[src/rtl/cnt_rd_pkg.sv]
// Shared definitions for the statistics-counter bank read master.
// Holds the FSM state encoding and the default bank geometry.
package cnt_rd_pkg;

  typedef enum logic [1:0] {
    IDLE  = 2'd0,
    ISSUE = 2'd1,
    WAIT  = 2'd2,
    DONE  = 2'd3
  } state_t;

  localparam int DEF_WIDTH = 32;
  localparam int DEF_NCNT  = 8;
  localparam int DEF_TOMAX = 15;

endpackage

[src/rtl/cnt_bank_rd_sel.sv]
// Combinational select of the addressed counter's ready flag and data word.
// Counters other than sel never influence the outputs.
module cnt_bank_rd_sel
  import cnt_rd_pkg::*;
#(
  parameter int WIDTH = DEF_WIDTH,
  parameter int NCNT  = DEF_NCNT,
  parameter int AW    = 3
) (
  input  logic [AW-1:0]         sel,
  input  logic [NCNT-1:0]       uprdy,
  input  logic [NCNT*WIDTH-1:0] updo,
  output logic                  rdy,
  output logic [WIDTH-1:0]      data
);

  always_comb begin
    rdy  = 1'b0;
    data = '0;
    for (int i = 0; i < NCNT; i++) begin
      if (sel == AW'(i)) begin
        rdy  = uprdy[i];
        data = updo[i*WIDTH +: WIDTH];
      end
    end
  end

endmodule

[src/rtl/cnt_bank_rd_master.sv]
// CPU-side read master for a bank of statistics counters: decodes a read into
// one-hot enables plus a single uprs strobe, waits for uprdy, returns data/ack.
module cnt_bank_rd_master
  import cnt_rd_pkg::*;
#(
  parameter int WIDTH = DEF_WIDTH,
  parameter int NCNT  = DEF_NCNT,
  parameter int AW    = 3,
  parameter int TOMAX = DEF_TOMAX,
  parameter int TOW   = 4
) (
  input  logic                  clk,
  input  logic                  rst,
  input  logic                  cpurd,
  input  logic                  cpur2c,
  input  logic [AW-1:0]         cpuaddr,
  output logic                  cpubusy,
  output logic                  cpuack,
  output logic                  cpuerr,
  output logic [WIDTH-1:0]      cpudo,
  output logic [NCNT-1:0]       upen_ro,
  output logic [NCNT-1:0]       upen_r2c,
  output logic                  uprs,
  input  logic [NCNT-1:0]       uprdy,
  input  logic [NCNT*WIDTH-1:0] updo
);

  // Handshake: a request is taken only in IDLE; the selected enable stays high
  // from the strobe cycle until uprdy[sel] or timeout, uprs for the first cycle only.
  localparam logic [TOW-1:0] TLAST = TOW'(TOMAX - 1);

  state_t           state, state_n;
  logic [AW-1:0]    sel, sel_n;
  logic [TOW-1:0]   tcnt, tcnt_n;
  logic             ack_n, err_n, uprs_n, busy_n;
  logic [WIDTH-1:0] do_n;
  logic [NCNT-1:0]  ro_n, rc_n, addr_mask;
  logic             in_range, sel_rdy;
  logic [WIDTH-1:0] sel_data;

  cnt_bank_rd_sel #(.WIDTH(WIDTH), .NCNT(NCNT), .AW(AW)) u_sel (
    .sel   (sel),
    .uprdy (uprdy),
    .updo  (updo),
    .rdy   (sel_rdy),
    .data  (sel_data)
  );

  assign in_range = (int'(cpuaddr) < NCNT);

  always_comb begin
    addr_mask = '0;
    for (int i = 0; i < NCNT; i++) begin
      if (cpuaddr == AW'(i)) addr_mask[i] = 1'b1;
    end
  end

  always_comb begin
    state_n = state;
    sel_n   = sel;
    tcnt_n  = tcnt;
    ack_n   = 1'b0;
    err_n   = 1'b0;
    uprs_n  = 1'b0;
    do_n    = cpudo;
    ro_n    = upen_ro;
    rc_n    = upen_r2c;
    case (state)
      IDLE: begin
        if (cpurd) begin
          if (in_range) begin
            state_n = ISSUE;
            sel_n   = cpuaddr;
            uprs_n  = 1'b1;
            if (cpur2c) rc_n = addr_mask;
            else        ro_n = addr_mask;
          end else begin
            state_n = DONE;
            ack_n   = 1'b1;
            err_n   = 1'b1;
            do_n    = '0;
          end
        end
      end
      ISSUE: begin
        if (sel_rdy) begin
          state_n = DONE;
          ack_n   = 1'b1;
          do_n    = sel_data;
          ro_n    = '0;
          rc_n    = '0;
        end else begin
          state_n = WAIT;
          tcnt_n  = '0;
        end
      end
      WAIT: begin
        if (sel_rdy) begin
          state_n = DONE;
          ack_n   = 1'b1;
          do_n    = sel_data;
          ro_n    = '0;
          rc_n    = '0;
        end else if (tcnt == TLAST) begin
          state_n = DONE;
          ack_n   = 1'b1;
          err_n   = 1'b1;
          do_n    = '0;
          ro_n    = '0;
          rc_n    = '0;
        end else begin
          tcnt_n = tcnt + TOW'(1);
        end
      end
      DONE:    state_n = IDLE;
      default: state_n = IDLE;
    endcase
    busy_n = (state_n != IDLE);
  end

  always_ff @(posedge clk or posedge rst) begin
    if (rst) begin
      state    <= IDLE;
      sel      <= '0;
      tcnt     <= '0;
      cpubusy  <= 1'b0;
      cpuack   <= 1'b0;
      cpuerr   <= 1'b0;
      cpudo    <= '0;
      upen_ro  <= '0;
      upen_r2c <= '0;
      uprs     <= 1'b0;
    end else begin
      state    <= state_n;
      sel      <= sel_n;
      tcnt     <= tcnt_n;
      cpubusy  <= busy_n;
      cpuack   <= ack_n;
      cpuerr   <= err_n;
      cpudo    <= do_n;
      upen_ro  <= ro_n;
      upen_r2c <= rc_n;
      uprs     <= uprs_n;
    end
  end

endmodule

[config.mk]
export PLATFORM = sky130hd
export DESIGN_NAME = cnt_bank_rd_master
export DESIGN_NICKNAME = d
export VERILOG_FILES = /design/src/rtl/cnt_rd_pkg.sv /design/src/rtl/cnt_bank_rd_sel.sv /design/src/rtl/cnt_bank_rd_master.sv
export SDC_FILE = /design/constraint.sdc
export NUM_CORES = 1
export LEC_CHECK = 0
export ABC_AREA = 1
export CAP_MARGIN = 10
export CELL_PAD_IN_SITES_DETAIL_PLACEMENT = 0
export CELL_PAD_IN_SITES_GLOBAL_PLACEMENT = 1
export CORE_UTILIZATION = 23
export CTS_CLUSTER_SIZE = 12
export DETAILED_ROUTE_END_ITERATION = 7
export PLACE_DENSITY = 0.86
export REMOVE_ABC_BUFFERS = 1
export SETUP_SLACK_MARGIN = 0.5
export SLEW_MARGIN = 20
export SYNTH_ARGS = -nofsm -noshare
export SYNTH_HDL_FRONTEND = slang
export SYNTH_SLANG_ARGS = --single-unit
[constraint.sdc]
create_clock -name clk -period 2.3 [get_ports clk]
set_input_delay 0.23 -clock clk [delete_from_list [all_inputs] [get_ports clk]]
set_output_delay 0.23 -clock clk [all_outputs]
set_load 0.05 [all_outputs]
**Placed cells, one colour a class**

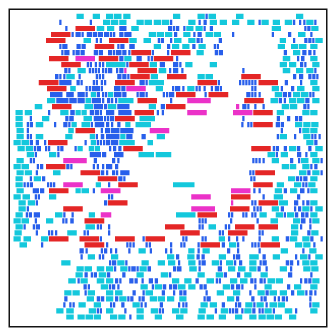
legend:
  remaining buffers and delay cells:
    colour: cyan
    cells: 359
    share_of_their_area: 43%
  remaining logic cells:
    colour: blue
    cells: 625
    share_of_their_area: 35%
  clock drivers and dummy loads:
    colour: magenta
    cells: 16
    share_of_their_area: 4.0%
  registers:
    colour: red
    cells: 61
    share_of_their_area: 18%

**Clock wires, drivers and flops**

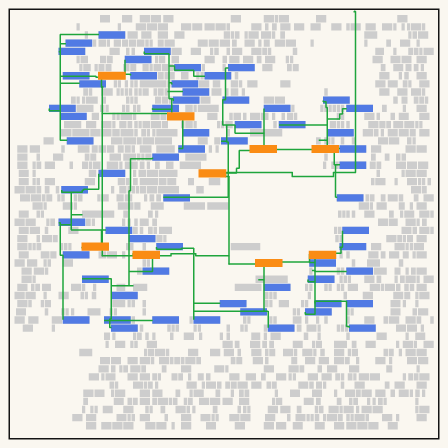
legend:
  clock-net drivers:
    colour: orange
    count: 9
  clock wires:
    colour: green
    length: 1050 um
  flip-flops:
    colour: blue
    count: 61
routed clock nets: 10
clock skew after layout: 7.046 ps
clk ins delay skew pair: 330 ps
clk pwr: 1570 uW
portion of total power attributed to the clock network: 13.5%

==> flow_metrics.rpt <==
IMPLEMENTATION SUMMARY REPORT
----------------------------------------------------
[Floorplanning]
  Width of the die ........................ 143.0 um
  Overall die area ........................ 20450 um^2
  Number of placement rows ........................ 51
  Total core area ........................ 19460 um^2
  Die outline height ........................ 143.0 um
  Ports placed on the boundary ........................ 323
  FP Core Util ........................ 23.50%

[Worst setup path]
  Element type at the critical path end ........................ flip-flop
  Maximum fanout along the worst path ........................ 9
  Startpoint type of the worst setup path ........................ flip-flop
  Path type of the worst setup path ........................ reg -> reg
  CP Data Arrival Time ........................ 2110 ps

[GRT]
  Number of antenna violations at the first check in global routing ........................ 0
  Vias in the first global route ........................ 6101
  Pin count of the biggest net entering global routing ........................ 39
  Leftover overflow at the end of global routing ........................ 0

[Synth]
  Yosys aoi share ........................ 14.47%
  Tally of yosys warning messages ........................ 0
  Area share of the largest cell type after synthesis ........................ 33.38%
  Cell total in the yosys stat output ........................ 726
  Count of state elements after synthesis ........................ 61
  Chip area from the yosys synthesis statistics ........................ 4573 um^2
  Syn Std Cell Area ........................ 4573 um^2
  Top cells by count, synth ........................ sky130_fd_sc_hd__nand2_1 (296), sky130_fd_sc_hd__a21oi_1 (62), sky130_fd_sc_hd__dfrtp_1 (61), sky130_fd_sc_hd__nor2_1 (50), sky130_fd_sc_hd__nand4_1 (49)
  Number of synthesized flops with an enable pin ........................ 0
  Most common cell in the synthesized netlist ........................ sky130_fd_sc_hd__nand2_1
  Post-synthesis sequential area ratio ........................ 33.38%
  Dominant kind of combinational cell ........................ simple AND/OR/NAND/NOR gates
  Post-synthesis async set-or-reset flop share ........................ 100.0%
  Count of unique library cells instantiated by Yosys ........................ 30
  Post-synth area hogs ........................ sky130_fd_sc_hd__dfrtp_1 (33%), sky130_fd_sc_hd__nand2_1 (24%), sky130_fd_sc_hd__a21oi_1 (6.8%), sky130_fd_sc_hd__nand4_1 (6.7%), sky130_fd_sc_hd__nand3_1 (4.6%)
  Mean area per synthesized cell ........................ 6.299 um^2
  Simple-gate portion of the synthesized area ........................ 42.05%
  Multiplexer area fraction after synthesis ........................ 0%
  Number of instances in the synthesized netlist ........................ 726

[Clock tree]
  CTS tree ........................ done
  Root buf cell ........................ sky130_fd_sc_hd__clkbuf_16
  CTS clock-pin slew for the worst setup and hold paths ........................ 60 ps
  Cells resized by post-CTS repair ........................ 38
  Buffer depth of the longest clock path ........................ 2
  Post-CTS repair timing setup buffer count ........................ 6
  Clock buffer count from CTS ........................ 9
  CTS H-tree lvls ........................ 3
  Hold bufs inserted after CTS ........................ 0

[Final timing]
  Number of max-slew violations in the final report ........................ 0
  Endpoints failing hold ........................ 0
  Unrepaired setup endpoints after global routing ........................ true
  Achievable clock frequency ........................ 530.2 MHz
  Tmin final ........................ 1886 ps
  Slew at the pin closest to its max-slew limit ........................ 586.2 ps
  Tcrit/Tclk final ........................ 82.00%

[Power]
  Max VDD drop ........................ 0.6379 mV
  Overall power consumption ........................ 11660 uW
  Leakage ........................ 0.004036 uW
  Total power divided by cell area ........................ 1314 nW/um^2

[Finish]
  Post-layout instance area ........................ 8877 um^2
  Area delta synth->final ........................ 94.12%
  Final nets ........................ 1334
  Fraction of layout instances using a drive strength above 1 ........................ 8.200%
  N_diodes ........................ 0

[Routing]
  Detailed-route via count ........................ 6114
  Average wire per standard cell ........................ 17.36 um
  DR DRC count ........................ 0
  Wire length after detailed routing ........................ 23020 um
  Antenna viol nets, final ........................ 0
  1st-iter DRT viols ........................ 289
  Vias per cell ........................ 4.611

[Run status]
  Result of the run ........................ finished, final reports clean

[Flow run]
  Number of OpenROAD warnings ........................ 32
  Number of violations of the max-capacitance limit ........................ 0

[Placement]
  Routability Congestion ........................ 0.9121

[Worst hold path]
  Class of the worst hold path ........................ in -> async

----------------------------------------------------
**I/O pins on the die edge**

Pins as bars across the die edge, other pins in grey.
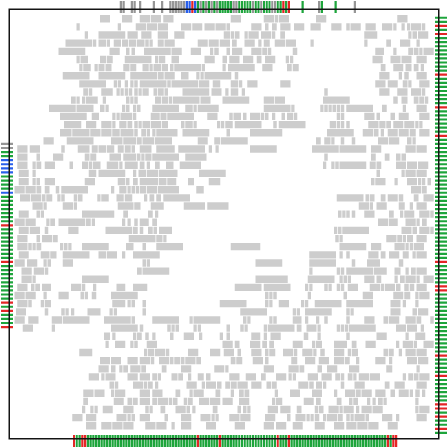
legend:
  cpudo:
    colour: red
    pins: 32
    direction: output
    edge: 14 east, 10 south, 5 west, 3 north
  updo:
    colour: green
    pins: 256
    direction: input
    edge: 108 south, 89 east, 34 west, 25 north
  uprdy:
    colour: blue
    pins: 8
    direction: input
    edge: 5 west, 3 north
all pins by edge: 118 south, 103 east, 56 north, 46 west

## layer usage
metal	track usage [%]	vias up	wire, um
met5	0	-	0
met4	7.583	0	630
met3	6.170	43	1903
met2	38.23	250	10790
met1	26.29	2766	9693
li1	-	3055	-
## per-stage QoR
stage	setup WS [ps]	hold slack, ps	std cells	TNS, ps	utilization (%)
finish	414.1	304.1	1326	0	45.61
global route	309.5	363.0	1326	0	45.61
CTS	414.6	330.2	1322	0	44.98
detailed placement	167.6	464.5	1299	0	42.12
global placement	131.9	457.0	1299	0	42.12
floorplan	-1021	395.6	686	-40830	-
## final timing paths
path,start,end,slack [ps],cells past startpoint
min,rst,cpudo[31],300,2
max in group asynchronous,rst,upen_ro[2],1390,3
min reg2reg,cpudo[9],cpudo[9],480,2
max,sel[2],cpudo[13],410,11
max reg2reg,sel[2],cpudo[13],410,11
min in group clk,cpudo[9],cpudo[9],480,2
## registers in the layout, summed over array words and instances (netlist names), 2 cells and up
name      count
cpudo        32
sel           3
state         2
upen_r2c      8
upen_ro       8
tcnt          4
## placed cells by master, fill, tap and decap left out, types with 3 or more instances in the layout
cell type,count
sky130_fd_sc_hd__buf_4,18
sky130_fd_sc_hd__nor2_1,46
sky130_fd_sc_hd__nor2_2,3
sky130_fd_sc_hd__o21ai_0,36
sky130_fd_sc_hd__dlymetal6s2s_1,7
sky130_fd_sc_hd__clkbuf_16,11
sky130_fd_sc_hd__dlygate4sd2_1,5
sky130_fd_sc_hd__inv_2,4
sky130_fd_sc_hd__a21oi_1,62
sky130_fd_sc_hd__nor3_4,3
sky130_fd_sc_hd__buf_12,7
sky130_fd_sc_hd__clkdlybuf4s50_1,310
sky130_fd_sc_hd__nand2_1,291
sky130_fd_sc_hd__dfrtp_1,61
sky130_fd_sc_hd__ha_1,6
sky130_fd_sc_hd__buf_6,9
sky130_fd_sc_hd__nand3_2,4
sky130_fd_sc_hd__bufinv_16,3
sky130_fd_sc_hd__nand4_1,49
sky130_fd_sc_hd__nor3_2,4
sky130_fd_sc_hd__nand3_4,3
sky130_fd_sc_hd__o21bai_1,16
sky130_fd_sc_hd__inv_1,38
sky130_fd_sc_hd__nand2_2,5
sky130_fd_sc_hd__nand3_1,37
## critical path, stage by stage (launching register included)
cell                        delay [ps]
sky130_fd_sc_hd__dfrtp_1           400
sky130_fd_sc_hd__inv_4             100
sky130_fd_sc_hd__nor3_4            210
sky130_fd_sc_hd__inv_1              70
sky130_fd_sc_hd__or2_1             250
sky130_fd_sc_hd__nand2_4           140
sky130_fd_sc_hd__nand3_4           120
sky130_fd_sc_hd__nand3_4           140
sky130_fd_sc_hd__inv_4              70
sky130_fd_sc_hd__clkbuf_16         160
sky130_fd_sc_hd__nand2_1            50
sky130_fd_sc_hd__nand2_1            50
## final cells by class
class	count	area [um^2]
Clock buffer	12	246.5
Clock inverter	4	95.09
Fill cell	1967	10590
Inverter	46	187.7
Multi-Input combinational cell	579	2801
Sequential cell	61	1526
Tap cell	265	331.6
Timing Repair Buffer	359	3689
## where the power goes
group | internal (uW) | switching, uW | leakage [uW]
Clock | 1090 | 488 | 0.000167
Combinational | 3130 | 5170 | 0.00307
Sequential | 1540 | 255 | 0.000796
No activity file was given, so power comes from the tool's default toggle rates.
